[src/rtl/cdc_hs_pkg.sv]
// -----------------------------------------------------------------------------
// cdc_hs_pkg
// Shared definitions for the four-phase req/ack clock-domain-crossing pair
// (cdc_hs_tx on the sending side, cdc_hs_rx on the receiving side).
//   hs_state_t              2-bit handshake state type
//   ST_IDLE/ST_REQ/ST_RELEASE  state encodings
//   DEFAULT_SYNC_STAGES     default depth of the resync flop chains
//   DEFAULT_TIMEOUT_CYCLES  default watchdog limit
// -----------------------------------------------------------------------------
package cdc_hs_pkg;

    typedef logic [1:0] hs_state_t;

    localparam hs_state_t ST_IDLE    = 2'd0;  // ready for a new word
    localparam hs_state_t ST_REQ     = 2'd1;  // req high, waiting for ack high
    localparam hs_state_t ST_RELEASE = 2'd2;  // req low, waiting for ack low

    localparam int DEFAULT_SYNC_STAGES    = 3;
    localparam int DEFAULT_TIMEOUT_CYCLES = 1024;

endpackage : cdc_hs_pkg

[src/rtl/cdc_hs_sync.sv]
// -----------------------------------------------------------------------------
// cdc_hs_sync
// Single-bit resynchroniser: a STAGES-deep flop chain that brings an
// asynchronous level into the clk domain. Legal STAGES range is 2..4.
// The chain flops carry keep/preserve/ASYNC_REG attributes so synthesis
// neither merges nor retimes them and the flops end up placed together.
//   clk    destination clock
//   rst_n  asynchronous active-low reset, clears every stage
//   d      asynchronous input level
//   q      synchronised level (last stage)
// -----------------------------------------------------------------------------
module cdc_hs_sync
    import cdc_hs_pkg::*;
#(
    parameter int STAGES = DEFAULT_SYNC_STAGES
) (
    input  logic clk,
    input  logic rst_n,
    input  logic d,
    output logic q
);

    (* ASYNC_REG = "TRUE", keep = "true", preserve = "true" *)
    logic [STAGES-1:0] sync_q;

    always_ff @(posedge clk or negedge rst_n) begin
        if (!rst_n) begin
            sync_q <= '0;
        end else begin
            // NOTE: non-blocking assignments in clocked blocks so every stage
            // samples the previous stage's old value; blocking would collapse
            // the chain into a single flop.
            sync_q <= {sync_q[STAGES-2:0], d};
        end
    end

    assign q = sync_q[STAGES-1];

endmodule : cdc_hs_sync

[src/rtl/cdc_hs_tx.sv]
// -----------------------------------------------------------------------------
// cdc_hs_tx
// Source-domain initiator of a four-phase req/ack handshake carrying a
// DATA_WIDTH-bit word into an unrelated clock domain. A word accepted on the
// valid/ready port is held on xfer_data while xfer_req is raised; the cycle
// completes once the resynchronised ack has gone high and then low again.
//
// Optional feature: define CDC_HS_TX_TIMEOUT_EN to build a watchdog that sets
// the sticky timeout_err flag when a handshake stalls for TIMEOUT_CYCLES in
// REQ or RELEASE. Without it timeout_err is tied low and err_clr is unused.
//
// Ports
//   source_clk   sole clock, rising edge
//   reset_n      asynchronous active-low reset
//   in_data      word to send
//   in_valid     in_data valid
//   in_ready     block can accept (IDLE and synced ack low), registers only
//   xfer_data    registered word towards the destination domain
//   xfer_req     registered request towards the destination domain
//   xfer_ack     asynchronous acknowledge from the destination domain
//   xfer_done    one-cycle pulse when a handshake fully completes
//   err_clr      clears timeout_err
//   timeout_err  sticky watchdog flag
// -----------------------------------------------------------------------------
module cdc_hs_tx
    import cdc_hs_pkg::*;
#(
    parameter int                    DATA_WIDTH     = 32,
    parameter logic [DATA_WIDTH-1:0] INIT_VALUE     = '0,
    parameter int                    SYNC_STAGES    = DEFAULT_SYNC_STAGES,
    parameter int                    TIMEOUT_CYCLES = DEFAULT_TIMEOUT_CYCLES
) (
    input  logic                  source_clk,
    input  logic                  reset_n,
    input  logic [DATA_WIDTH-1:0] in_data,
    input  logic                  in_valid,
    output logic                  in_ready,
    output logic [DATA_WIDTH-1:0] xfer_data,
    output logic                  xfer_req,
    input  logic                  xfer_ack,
    output logic                  xfer_done,
    input  logic                  err_clr,
    output logic                  timeout_err
);

    hs_state_t state;
    hs_state_t state_next;
    logic      ack_s;
    logic      accept;

    cdc_hs_sync #(
        .STAGES (SYNC_STAGES)
    ) u_ack_sync (
        .clk   (source_clk),
        .rst_n (reset_n),
        .d     (xfer_ack),
        .q     (ack_s)
    );

    // A stale ack seen in IDLE holds off new words until it drops, so the
    // destination never sees a fresh req while its previous ack is still up.
    assign in_ready = (state == ST_IDLE) && !ack_s;
    assign accept   = in_valid && in_ready;

    always_comb begin
        // NOTE: default assignment first so every path drives state_next and
        // no latch is inferred.
        state_next = state;
        case (state)
            ST_IDLE:    if (accept) state_next = ST_REQ;
            ST_REQ:     if (ack_s)  state_next = ST_RELEASE;
            ST_RELEASE: if (!ack_s) state_next = ST_IDLE;
            default:    state_next = ST_IDLE;
        endcase
    end

    always_ff @(posedge source_clk or negedge reset_n) begin
        if (!reset_n) begin
            state     <= ST_IDLE;
            xfer_req  <= 1'b0;
            xfer_done <= 1'b0;
            // NOTE: the data register is reset as well, so the destination
            // sees a defined INIT_VALUE before the first transfer.
            xfer_data <= INIT_VALUE;
        end else begin
            state     <= state_next;
            // req is a direct register of "next state is REQ", so it rises on
            // accept and falls on the edge that moves to RELEASE.
            xfer_req  <= (state_next == ST_REQ);
            xfer_done <= (state == ST_RELEASE) && (state_next == ST_IDLE);
            if (accept) begin
                xfer_data <= in_data;
            end
        end
    end

`ifdef CDC_HS_TX_TIMEOUT_EN
    localparam int CNT_W = $clog2(TIMEOUT_CYCLES + 1);
    localparam logic [CNT_W-1:0] WD_LAST = CNT_W'(TIMEOUT_CYCLES - 1);
    localparam logic [CNT_W-1:0] WD_MAX  = CNT_W'(TIMEOUT_CYCLES);

    logic [CNT_W-1:0] wd_cnt;
    logic             wd_busy;
    logic             wd_restart;
    logic             wd_hit;
    logic             timeout_q;

    assign wd_busy    = (state != ST_IDLE);
    assign wd_restart = !wd_busy || (state_next != state);
    // Flag sets on the edge where the count reaches TIMEOUT_CYCLES.
    assign wd_hit     = !wd_restart && (wd_cnt == WD_LAST);

    always_ff @(posedge source_clk or negedge reset_n) begin
        if (!reset_n) begin
            wd_cnt    <= '0;
            timeout_q <= 1'b0;
        end else begin
            if (wd_restart) begin
                wd_cnt <= '0;
            end else if (wd_cnt != WD_MAX) begin
                wd_cnt <= wd_cnt + 1'b1;
            end

            if (err_clr) begin
                timeout_q <= 1'b0;
            end else if (wd_hit) begin
                timeout_q <= 1'b1;
            end
        end
    end

    assign timeout_err = timeout_q;
`else
    logic unused_wd_cfg;

    assign unused_wd_cfg = err_clr ^ (TIMEOUT_CYCLES != 0);
    assign timeout_err   = 1'b0;
`endif

endmodule : cdc_hs_tx
[config.mk]
export PLATFORM = sky130hd
export DESIGN_NAME = cdc_hs_tx
export DESIGN_NICKNAME = d
export VERILOG_FILES = /design/src/rtl/cdc_hs_pkg.sv /design/src/rtl/cdc_hs_sync.sv /design/src/rtl/cdc_hs_tx.sv
export SDC_FILE = /design/constraint.sdc
export NUM_CORES = 1
export LEC_CHECK = 0
export CORE_MARGIN = 2
export CORE_UTILIZATION = 35
export DETAILED_ROUTE_END_ITERATION = 12
export PLACE_DENSITY = 0.74
export SLEW_MARGIN = 15
export SYNTH_ARGS = -nofsm -noshare
export SYNTH_HDL_FRONTEND = slang
export SYNTH_SLANG_ARGS = --single-unit
[constraint.sdc]
create_clock -name source_clk -period 1.6 [get_ports source_clk]
set_input_delay 0.16 -clock source_clk [delete_from_list [all_inputs] [get_ports source_clk]]
set_output_delay 0.16 -clock source_clk [all_outputs]
set_load 0.05 [all_outputs]
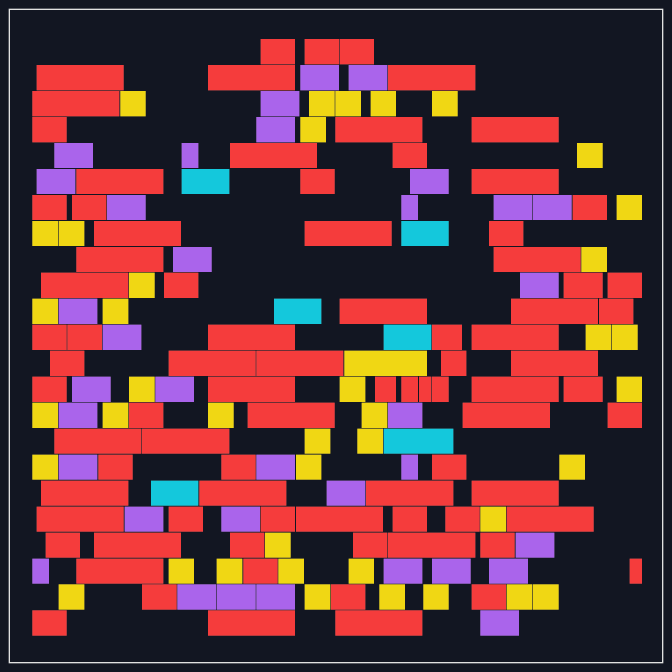
*Drive-strength map*
Key: yellow = drive 3 to 4 [cells 41]; purple = drive 2 [cells 35]; cyan = drive 6 and up [cells 6]; red = drive 1 or less [cells 83]
non-clock buffer total of the final layout: 77
fin area: 2230 sq um
final setup margin: 0.116 ns

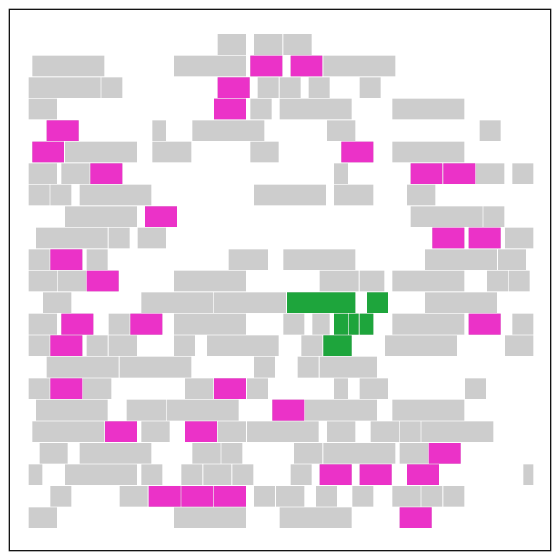
*Logic cells by family*
Key: green = NOR gates [cells 6, most used nor3_1]; magenta = multiplexers [cells 32, most used mux2_2, where all over the die]
dominant logic cell type in the layout: buf_4
final cell count without fillers: 215
Comb/total area: 19.5%

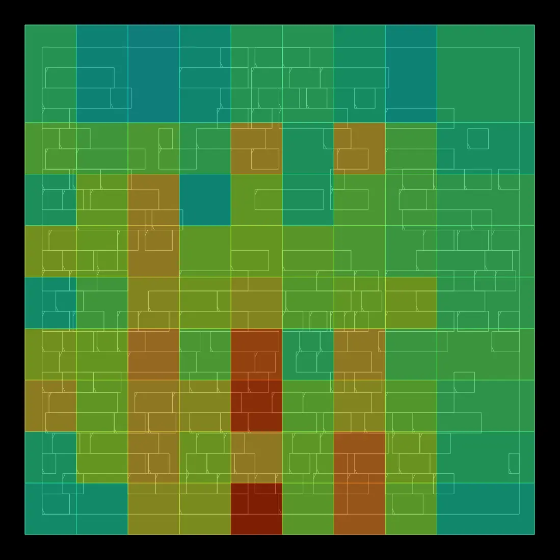
*Track usage over the die*
GR Layer Usage met1: 14.1%
met2 Use GR: 25.7%
WL/cell: 14.0 microns
grt peak-use layer: met2

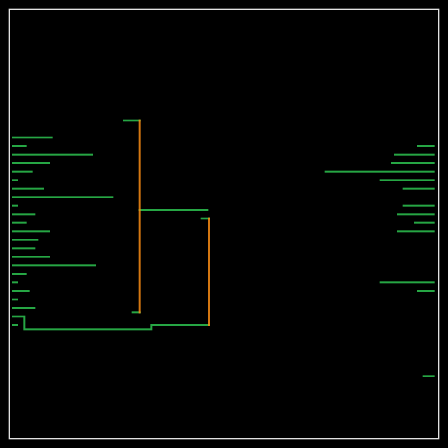
*Wiring by layer*
Two of the layers only.
Key: green = met3 [wire length 227 microns]; orange = met4 [wire length 47.6 microns]
gr usage total: 14.2%
drt total wl: 3010 microns
detailed-route via count: 967

## worst reg2reg max path, delay by kind of cell, from the launching register on
kind / cells / cell delay [ns]
buffers and inverters: 1 / 0.26
flip-flops: 1 / 0.41
multiplexers: 1 / 0.36
AND/OR/NAND/NOR: 1 / 0.34
## repair_timing
item / in CTS / in global routing
setup buffers: 0 / 0
hold buffers: 1 / 0
setup endpoints to repair: 0 / 0
hold endpoints to repair: 39 / 0
## registers in the layout, indices dropped and copies added, names as in the netlist
register           cells
xfer_done              1
state                  2
xfer_data             32
xfer_req               1
u_ack_sync.sync_q      3
## layout make-up
class / instances / area (sq um) / share of cell area [%]
Timing Repair Buffer: 77 / 676 / 30.3
Clock inverter: 3 / 15.0 / 0.673
Multi-Input combinational cell: 41 / 434 / 19.5
Tap cell: 50 / 62.6 / 2.80
Sequential cell: 39 / 976 / 43.7
Clock buffer: 5 / 68.8 / 3.08
## per-layer routing
metal | global-route usage (%) | up-vias
met5 | 0 | -
met4 | 8.00 | 0
met3 | 4.61 | 5
met2 | 25.7 | 39
met1 | 14.1 | 474
li1 | - | 449
## cells in the final DEF (no fill, tap or decap)
cell type        Yosys  layout
dfrtp_1             39      39
xor2_1               1       1
conb_1               1       1
nor4b_4              1       1
dlygate4sd3_1        0       1
buf_4                1      40
nor2_1               1       1
mux2_2              30      30
nor3b_1              1       1
nor3_2               0       1
and2_1               1       1
clkdlybuf4s50_1      0      34
buf_12               0       1
clkbuf_8             0       5
buf_2                0       1
clkinv_2             0       3
mux2_1               2       2
nor3_1               3       2
## logic make-up (layout without fill, tap and decap cells)
group                  Yosys count  after routing  synth area share [%]
multiplexers                    32             32                  24.9
XOR/XNOR                         1              1                 0.606
other                            1              1                 0.259
AND/OR/NAND/NOR                  7              7                  3.89
flip-flops                      39             39                  67.5
buffers and inverters            4             85                  2.85
## power by group
group	switching, mW	internal (mW)
registers	0.134	1.23
logic	1.11	0.601
clock network	0.317	0.298
total	1.57	2.13
## path summary, 6_finish.rpt
check,start,endpoint,cells past startpoint
worst max-delay path,u_ack_sync.sync_q[2],xfer_data[3],3
worst min-delay path,xfer_ack,u_ack_sync.sync_q[0],1
worst max register to register,u_ack_sync.sync_q[2],xfer_data[3],3
worst min register to register,u_ack_sync.sync_q[0],u_ack_sync.sync_q[1],0
max in group asynchronous,reset_n,xfer_data[26],3
min in group asynchronous,reset_n,xfer_data[8],3
## metrics by stage
step	utilization (%)	setup slack (ns)
floorplan	-	0.0919
global placement	53.5	-0.0165
detailed placement	53.5	-0.0636
CTS	55.8	0.0891
global route	55.8	0.0338
finish	55.8	0.116
==> impl_metrics.yaml <==
# synthesis and place-and-route metrics
placement:
  hpwl_microns: 2330
  dpl-instance-area_sq_um: 2140
  dp.cells: 206
  place_congestion: 0.736
logic_synthesis:
  postSynthAreaPerCell_sq_um: 17.2
  ff_type: "dfrtp_1"
  ys_cells: 84
  async_reset_ff_share_pct: 100
  synth-edff-count: 0
  synth.distinct_cells: 12
  yosysChipArea_sq_um: 1450
  synthTopCellsByCount: "39 x dfrtp_1, 30 x mux2_2, 3 x buf_6, 3 x nor3_1, 2 x mux2_1"
  yosys_warnings: 0
  synth_top_cell_by_count: "dfrtp_1"
  top_cells_by_area: "dfrtp_1 67%, mux2_2 23%, buf_6 2.3%"
  postSynthSeqShare_pct: 67.5
  synthCells: 84
  synthesis.area_sq_um: 1450
  ys.flops: 39
  top_cell_area_share_pct: 67.5
  top_area_cell: "dfrtp_1"
  fp_nets: 121
clock_network:
  clk_pin_slew_ns: 0.07
  cts_max_path_buffers: 2
  cts.htree.levels: 2
  cts_resized: 0
  clock_latency_ns: 0.28
  numClockSinks: 39
  numCtsBuffers: 5
status:
  status: "complete, no violations"
floorplan:
  die_y_microns: 68.3
  core_sq_um: 4000
  num_rows: 23
  die_w_microns: 68.3
  ios: 73
  dieArea_sq_um: 4660
  core_util_floorplan_pct: 36.2
cells_and_area:
  nNetsFinal: 201
  areaGrowthSynthToFinish_pct: 54.3
  drive_above_1_share_pct: 49.7
  fillers: 317
power:
  p_total_mw: 3.70
  p_leak_nw: 1.00
  ir_drop_mv: 0.894
routing:
  drt_iter0_drc: 20
  wl_met1_microns: 1130
  ant_nets: 0
  routed.top_layer: "met4"
  dr.pass1.iters: 4
  routed-wl-met2_microns: 1600
  drc_errors: 0
  vias_per_cell: 4.50
  wl_met3_microns: 226
critical_path:
  crit_chain: "nor4b_4 > buf_4 > mux2_2"
  cpPeakStageDelay_ns: 0.41
  critPathTopFamily: "flip-flops"
  worst-setup-path-type: "flip-flop to flip-flop"
  startpoint_type: "flip-flop"
  critPathBufInv: 1
  cp_max_fo: 12
  end_kind: "flip-flop"
  r2r_setup_slack_ns: 0.12
  cp.arrival_ns: 1.65
  cp_data_required_time_ns: 1.77
  slowest_stage: "dfrtp_1"
flow_run:
  warnings: 27
  cap_violations: 0
timing:
  hold_violations: 0
  final-setup-viol-count: 0
  fin_crit_ns: 1.48
  skew_ns: 0.00238
  finalCritPeriodShare_pct: 92.7
  fin_setup_tns_ns: 0
  hold_ws_ns: 0.320
  fmax_ghz: 0.674
  slew_violations: 0
  rsz0062_at_grt: "no"
global_route:
  grt_overflow: 0
  grt_pass1_vias: 1025
  grt_start_max_net_pins: 40
  grt_pass1_wl_microns: 4660
  antenna_found_initial: 0
hold_path:
  holdCritPathClass: "input port to flip-flop"
No activity file was given, so power comes from the tool's default toggle rates.
